--- src/rtl/ps2_rx_fifo_if.sv ---
// Consumer-side bus of the PS/2 receiver: show-ahead byte, pop strobe and status.
// Optional occupancy output when PS2_RX_FIFO_LEVEL_EN is defined.
interface ps2_rx_fifo_if
`ifdef PS2_RX_FIFO_LEVEL_EN
    #(parameter int FIFO_DEPTH = 8)
`endif
;
    logic       pop;
    logic [7:0] data;
    logic       ready;
    logic       overflow;
    logic       frame_err;
`ifdef PS2_RX_FIFO_LEVEL_EN
    localparam int LW = $clog2(FIFO_DEPTH) + 1;
    logic [LW-1:0] level;
`endif

    modport master (
        input  pop,
        output data, ready, overflow, frame_err
`ifdef PS2_RX_FIFO_LEVEL_EN
        , output level
`endif
    );

    modport slave (
        output pop,
        input  data, ready, overflow, frame_err
`ifdef PS2_RX_FIFO_LEVEL_EN
        , input level
`endif
    );
endinterface

--- src/rtl/ps2_rx_fifo.sv ---
// PS/2 device-to-host receiver: synchronise, deserialise 11-bit frames, buffer good bytes.
// Optional occupancy output guarded by the PS2_RX_FIFO_LEVEL_EN macro.
module ps2_rx_fifo #(
    parameter int FIFO_DEPTH     = 8,
    parameter int TIMEOUT_CYCLES = 5000
) (
    input  logic         clk,
    input  logic         rst,
    input  logic         ps2_clk,
    input  logic         ps2_data,
    ps2_rx_fifo_if.master bus
);
    localparam int AW = $clog2(FIFO_DEPTH);
    localparam int PW = AW + 1;
    localparam int TW = $clog2(TIMEOUT_CYCLES + 1);

    logic [2:0]    clk_sync_q, clk_sync_d;
    logic [1:0]    dat_sync_q, dat_sync_d;
    logic [10:0]   shift_q, shift_d;
    logic [3:0]    bit_cnt_q, bit_cnt_d;
    logic [TW-1:0] to_cnt_q, to_cnt_d;
    logic [PW-1:0] wr_ptr_q, wr_ptr_d;
    logic [PW-1:0] rd_ptr_q, rd_ptr_d;
    logic          overflow_q, overflow_d;
    logic          frame_err_q, frame_err_d;
    logic [7:0]    mem_q [FIFO_DEPTH];

    logic fall;
    logic data_bit;
    logic frame_done;
    logic frame_ok;
    logic timeout;
    logic empty;
    logic full;
    logic pop_acc;
    logic push_acc;
    logic ovf_evt;

    // Flop 0 is the first synchroniser stage; a fall shows as stage1=0, stage2=1.
    always_comb begin
        clk_sync_d = {clk_sync_q[1:0], ps2_clk};
        dat_sync_d = {dat_sync_q[0], ps2_data};
        fall       = ~clk_sync_q[1] & clk_sync_q[2];
        data_bit   = dat_sync_q[1];
    end

    // Frame assembly: bits arrive LSB first, so they enter at the top and move down.
    always_comb begin
        shift_d    = shift_q;
        bit_cnt_d  = bit_cnt_q;
        to_cnt_d   = to_cnt_q;
        frame_done = 1'b0;
        timeout    = 1'b0;
        if (bit_cnt_q == 4'd11) begin
            frame_done = 1'b1;
            bit_cnt_d  = 4'd0;
            to_cnt_d   = '0;
        end else if (fall) begin
            shift_d   = {data_bit, shift_q[10:1]};
            bit_cnt_d = bit_cnt_q + 4'd1;
            to_cnt_d  = '0;
        end else if (bit_cnt_q != 4'd0) begin
            if (to_cnt_q == TW'(TIMEOUT_CYCLES - 1)) begin
                timeout   = 1'b1;
                bit_cnt_d = 4'd0;
                to_cnt_d  = '0;
            end else begin
                to_cnt_d = to_cnt_q + TW'(1);
            end
        end else begin
            to_cnt_d = '0;
        end
    end

    // Start low, stop high, odd parity across data plus parity bit.
    assign frame_ok = frame_done & ~shift_q[0] & shift_q[10] & (^shift_q[9:1]);

    always_comb begin
        empty    = (rd_ptr_q == wr_ptr_q);
        full     = (rd_ptr_q[AW-1:0] == wr_ptr_q[AW-1:0]) && (rd_ptr_q[AW] != wr_ptr_q[AW]);
        pop_acc  = bus.pop & ~empty;
        // A pop in the same cycle frees the slot, so a full FIFO still takes the byte.
        push_acc = frame_ok & (~full | pop_acc);
        ovf_evt  = frame_ok & full & ~pop_acc;

        wr_ptr_d = wr_ptr_q + PW'(push_acc);
        rd_ptr_d = rd_ptr_q + PW'(pop_acc);

        overflow_d = overflow_q;
        if (pop_acc) begin
            overflow_d = 1'b0;
        end
        if (ovf_evt) begin
            overflow_d = 1'b1;
        end

        frame_err_d = (frame_done & ~frame_ok) | timeout;
    end

    always_ff @(posedge clk or negedge rst) begin
        if (!rst) begin
            clk_sync_q  <= 3'b111;
            dat_sync_q  <= 2'b11;
            shift_q     <= '0;
            bit_cnt_q   <= '0;
            to_cnt_q    <= '0;
            wr_ptr_q    <= '0;
            rd_ptr_q    <= '0;
            overflow_q  <= 1'b0;
            frame_err_q <= 1'b0;
        end else begin
            clk_sync_q  <= clk_sync_d;
            dat_sync_q  <= dat_sync_d;
            shift_q     <= shift_d;
            bit_cnt_q   <= bit_cnt_d;
            to_cnt_q    <= to_cnt_d;
            wr_ptr_q    <= wr_ptr_d;
            rd_ptr_q    <= rd_ptr_d;
            overflow_q  <= overflow_d;
            frame_err_q <= frame_err_d;
        end
    end

    // Storage carries no reset; the output gate below hides stale contents.
    always_ff @(posedge clk) begin
        if (push_acc) begin
            mem_q[wr_ptr_q[AW-1:0]] <= shift_q[8:1];
        end
    end

    assign bus.ready     = ~empty;
    assign bus.data      = empty ? 8'h00 : mem_q[rd_ptr_q[AW-1:0]];
    assign bus.overflow  = overflow_q;
    assign bus.frame_err = frame_err_q;

`ifdef PS2_RX_FIFO_LEVEL_EN
    logic [PW-1:0] level_q, level_d;

    assign level_d = wr_ptr_d - rd_ptr_d;

    always_ff @(posedge clk or negedge rst) begin
        if (!rst) begin
            level_q <= '0;
        end else begin
            level_q <= level_d;
        end
    end

    assign bus.level = level_q;
`endif
endmodule
--- src/flat_wrapper.sv ---
// flat-port wrapper written by rule: the top's interface ports become plain ports
module ps2_rx_fifo_flat 
#(
    parameter int FIFO_DEPTH     = 8,
    parameter int TIMEOUT_CYCLES = 5000
)
  (clk, rst, ps2_clk, ps2_data, bus_pop, bus_data, bus_ready, bus_overflow, bus_frame_err);
  ps2_rx_fifo_if bus_i ();
  input  logic clk;
  input  logic rst;
  input  logic ps2_clk;
  input  logic ps2_data;
  input wire logic [$bits(bus_i.pop)-1:0] bus_pop;
  output wire logic [$bits(bus_i.data)-1:0] bus_data;
  output wire logic [$bits(bus_i.ready)-1:0] bus_ready;
  output wire logic [$bits(bus_i.overflow)-1:0] bus_overflow;
  output wire logic [$bits(bus_i.frame_err)-1:0] bus_frame_err;
  assign bus_i.pop = bus_pop;
  assign bus_data = bus_i.data;
  assign bus_ready = bus_i.ready;
  assign bus_overflow = bus_i.overflow;
  assign bus_frame_err = bus_i.frame_err;
  ps2_rx_fifo #(.FIFO_DEPTH(FIFO_DEPTH), .TIMEOUT_CYCLES(TIMEOUT_CYCLES)) u_core (.clk(clk), .rst(rst), .ps2_clk(ps2_clk), .ps2_data(ps2_data), .bus(bus_i));
endmodule
--- config.mk ---
export PLATFORM = sky130hd
export DESIGN_NAME = ps2_rx_fifo_flat
export DESIGN_NICKNAME = d
export VERILOG_FILES = /design/src/rtl/ps2_rx_fifo_if.sv /design/src/rtl/ps2_rx_fifo.sv /design/src/flat_wrapper.sv
export SDC_FILE = /design/constraint.sdc
export NUM_CORES = 1
export LEC_CHECK = 0
export CAP_MARGIN = 20
export CORE_MARGIN = 2
export CORE_UTILIZATION = 55
export DETAILED_ROUTE_END_ITERATION = 12
export PLACE_DENSITY = 0.73
export RECOVER_POWER = 100
export SLEW_MARGIN = 0
export SYNTH_ARGS = -nofsm -noshare
export SYNTH_HDL_FRONTEND = slang
export SYNTH_SLANG_ARGS = --single-unit
--- constraint.sdc ---
create_clock -name clk -period 7.2 [get_ports clk]
set_input_delay 1.44 -clock clk [delete_from_list [all_inputs] [get_ports clk]]
set_output_delay 1.44 -clock clk [all_outputs]
set_load 0.1 [all_outputs]
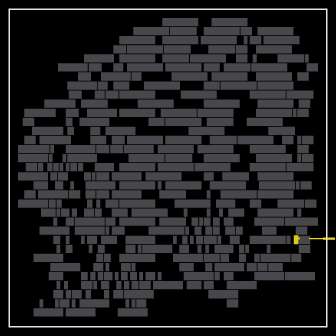
run_1/port_trees.png
| colour | port | direction | edge | end cells | buffers | wire |
|---|---|---|---|---|---|---|
| yellow | `bus_ready` | output | right | 1 | 1 | 5.60 um |

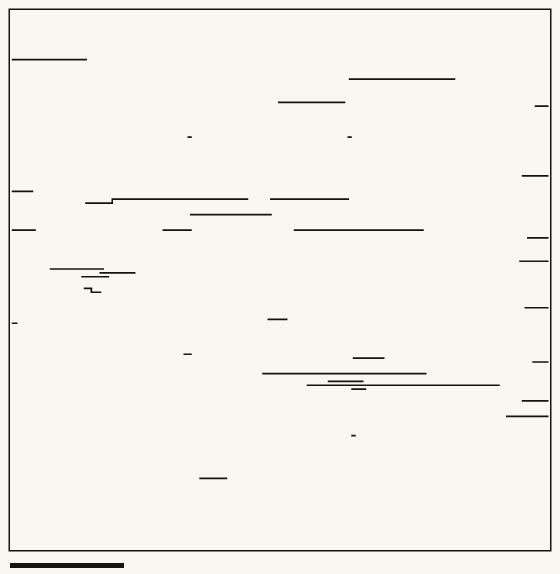
run_1/m3.png
Scale bar: 20 um.
wire length on this layer: 276 um
share of all routed wire: 3.9%
longest straight run: 33.6 um
met3 GRT Util: 0.0407
Post-Route WL: 7.00 mm
via count: 2387

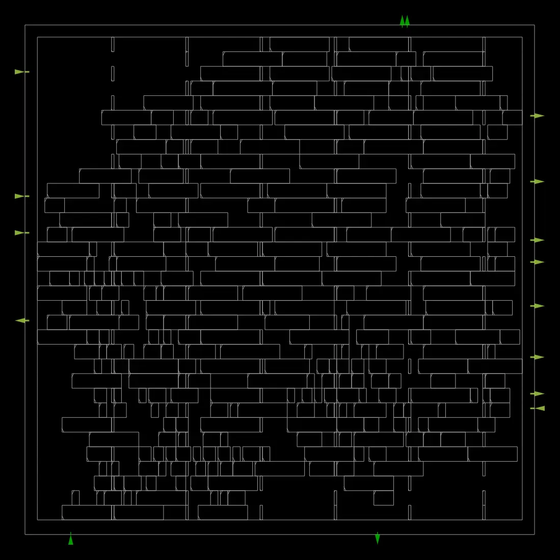
run_1/placed.png
post-layout util: 0.618
core area: 8090 um2
row count: 33
Layout fillers: 635
Tapcell Cnt: 105

run 1: stage by stage:
step / worst slack [ns] / hold WS (ns) / area (um2)
floorplan: 3.29 / 0.345 / 4530
global placement: 2.46 / 0.346 / 4810
detailed placement: 2.38 / 0.348 / 4810
CTS: 1.98 / 0.363 / 5010
global route: 1.47 / 0.368 / 5000
finish: 1.78 / 0.361 / 5000
run 1: worst max-delay path by stage:
stage,startpoint,end,depth (start not counted)
2_1_floorplan,u_core.rd_ptr_q[0],bus_data[6],5
3_3_place_gp,u_core.rd_ptr_q[0],bus_data[7],4
3_5_place_dp,u_core.rd_ptr_q[0],bus_data[6],4
4_1_cts,u_core.rd_ptr_q[0],bus_data[6],4
5_1_grt,u_core.rd_ptr_q[1],bus_data[1],4
6_report,u_core.rd_ptr_q[1],bus_data[6],4
run 1: worst max-delay path: stages, from the launching register on:
cell and delay (ns):
dfrtp_1 0.93, xor2_1 0.17, nor4_1 1.38, nor2_1 0.12, dlygate4sd3_1 1.01
run 1: sequential cells by signal (all words and copies together), names as in the netlist:
name                  count
u_core.mem_q             64
u_core.shift_q           11
u_core.wr_ptr_q           4
u_core.dat_sync_q         2
u_core.bus.frame_err      1
u_core.clk_sync_q         3
u_core.bus.overflow       1
u_core.bit_cnt_q          4
u_core.to_cnt_q          13
u_core.rd_ptr_q           4
==> impl_metrics.toml, run 1 <==
# physical design summary
[routing]
wl_met2_mm = 3.34
wl_met3_um = 275

[layout]
n_antenna_cell = 0
mostFrequentLayoutCell = "edfxtp_1"
clock_area_frac = 0.0400
buf_share = 0.0395

[clocking]
tritoncts = "yes"
cts_resized = 0

[synthesis]
edf_count = 64
ys_cells = 289
netlist_instances = 289
topCellsByArea = "edfxtp_1 42%, dfrtp_1 21%, mux4_2 8.0%"

[job]
maxCapViolations = 3

[grt]
antenna_found_initial = 0
busiest_layer = "met2"

[sta]
slew_violations = 65

[status]
violations = "max-capacitance violations, max-slew violations"
status = "complete, but fails checks"

[placed_design]
portBuffers = 15
run_1/gates.png
Scale bar: 20 um.
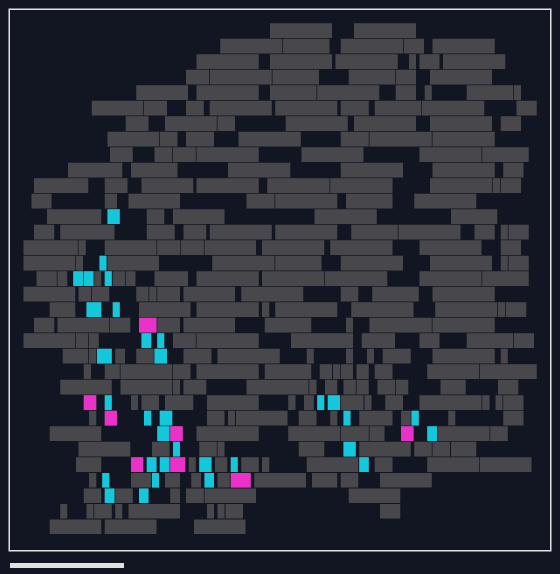

## Run 2: what changed since run 1
CORE_UTILIZATION = 54   (was 55)
PLACE_DENSITY = 0.75   (was 0.73)
clock period = 4.7 ns   (was 7.2 ns; I/O delays follow)
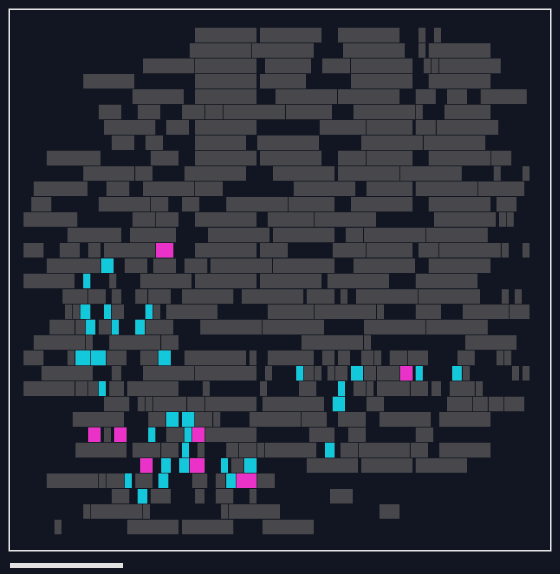
run_2/gates.png
Scale bar: 20 um.
| colour | family | cells | most used |
|---|---|---|---|
| magenta | and/or cells | 8 | and3_1 |
| cyan | nand cells | 32 | nand2_1 |

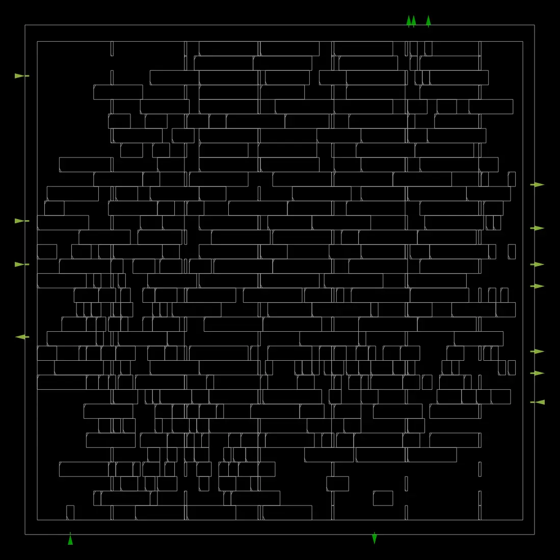
run_2/placed.png
flop share of the area: 0.608
core area: 8180 um2

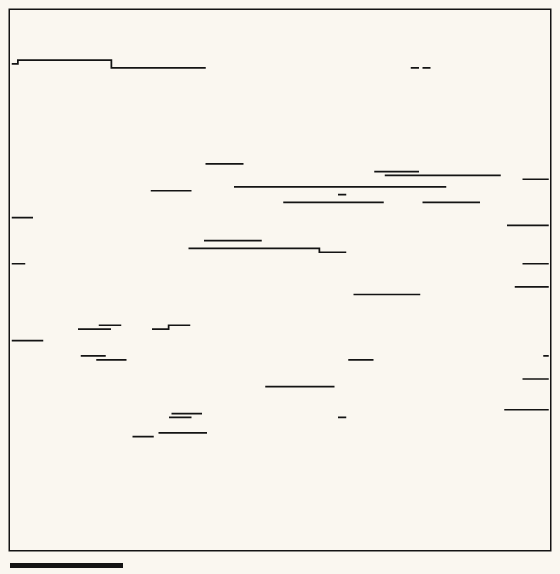
run_2/m3.png
Scale bar: 20 um.
wire length on this layer: 303 um
share of all routed wire: 4.2%
main direction: horizontal

==> run 2 against run 1 <==
- the flow still finishes with violations (max-capacitance violations, max-slew violations)
- critical endpoint unchanged
- synthesized cell count stayed put
- clock-buffer cell count unchanged
- critical path depth unchanged
- critical path type unchanged
- design area shrank 1.2%
- die area increased by 1.8%
==> impl_metrics.toml, run 2 <==
# physical design summary
[floorplanning]
rows = 33
chipWidth_um = 95.6
die_area_um2 = 9130
fp_util = 0.554

[critical_path]
slowest_stage = "nor4_2"
slowest_delay_ns = 0.91
crit_chain = "xor2_1, nor4_2, nor2_1, clkbuf_1"
regToRegSetupSlack_ns = 1.36
cp_num_buf_inv = 1
worst-path-stages = 4
cpLargestDelayFamily = "simple AND/OR/NAND/NOR gates"
cp_data_arrival_time_ns = 2.88
cp-end-kind = "output port"
reg2reg_to = "u_core.mem_q[0][5]"

[hold_path]
hold_path_end = "u_core.dat_sync_q[1]"

[layout]
n_antenna_cell = 0
mostFrequentLayoutCell = "edfxtp_1"
nets = 325
num-fill-cells = 626
largest_register_ffs = 64

[clocking]
clkTransAtPathRegs_ns = 0.10
tritoncts = "yes"
h-tree-depth = 3
cts_resized = 0
numCtsBuffers = 9

[grt]
busiest_layer = "met2"
grt.total_usage = 0.174
met3_usage = 0.0316
antenna_found_initial = 0
grt_pass1_wl_mm = 11.6

[synthesis]
edf_count = 64
synthArstFlopShare = 0.402
topCellsByArea = "edfxtp_1 42%, dfrtp_1 21%, mux4_2 8.0%"
yosysChipArea_um2 = 4530
netlist_instances = 289
yosysWarningCount = 0
ys_cells = 289

[placed_design]
portBuffers = 15
place_ws_ns = 1.52

[status]
status = "complete, but fails checks"
violations = "max-capacitance violations, max-slew violations"

[sta]
setup_slack_ns = 0.879
hold_violations = 0
slew_violations = 53

[job]
maxCapViolations = 2

[routing]
vias = 2369
drt-total-wl_mm = 7.31
## run 2: how the worst max path moves through the flow
stage,start,endpoint,slack [ns]
finish,u_core.rd_ptr_q[2],bus_data[6],0.88
global route,u_core.rd_ptr_q[2],bus_data[7],0.71
CTS,u_core.rd_ptr_q[2],bus_data[6],1.09
detailed placement,u_core.rd_ptr_q[2],bus_data[6],1.52
global placement,u_core.rd_ptr_q[2],bus_data[6],1.63
floorplan,u_core.rd_ptr_q[0],bus_data[6],1.29
## run 2: logic make-up (layout without fill, tap and decap cells)
family / Yosys count / in the layout / synth area share
muxes: 37 / 37 / 0.129
xor gates and xnor gates: 24 / 24 / 0.0550
buffers and inverters: 17 / 46 / 0.0152
and+or+nand+nor: 83 / 83 / 0.0959
adders and majority gates: 7 / 7 / 0.0193
DFF: 107 / 107 / 0.663
AOI/OAI and AO/OA: 14 / 14 / 0.0221
## run 2: area by class of cell
cell class,instances,share of cell area
clock inverter,7,0.0165
sequential,107,0.608
timing repair buffer,24,0.0261
multi-input combinational,165,0.293
tap,105,0.0266
clock buffer,9,0.0251
inverter,6,0.00456
## run 2: routing by layer
metal	up-vias	part of all wire
met3	14	0.041
met4	0	0.021
li1	1126	-
met1	1176	0.45
met2	53	0.49
met5	-	0
## run 2: per-stage QoR
stage	hold slack, ns	std cells	utilization	instance area, um2
global route	0.372	423	0.604	4940
detailed placement	0.352	406	0.587	4800
floorplan	0.345	289	-	4530
CTS	0.368	422	0.612	5010
finish	0.365	423	0.604	4940
global placement	0.347	406	0.587	4800
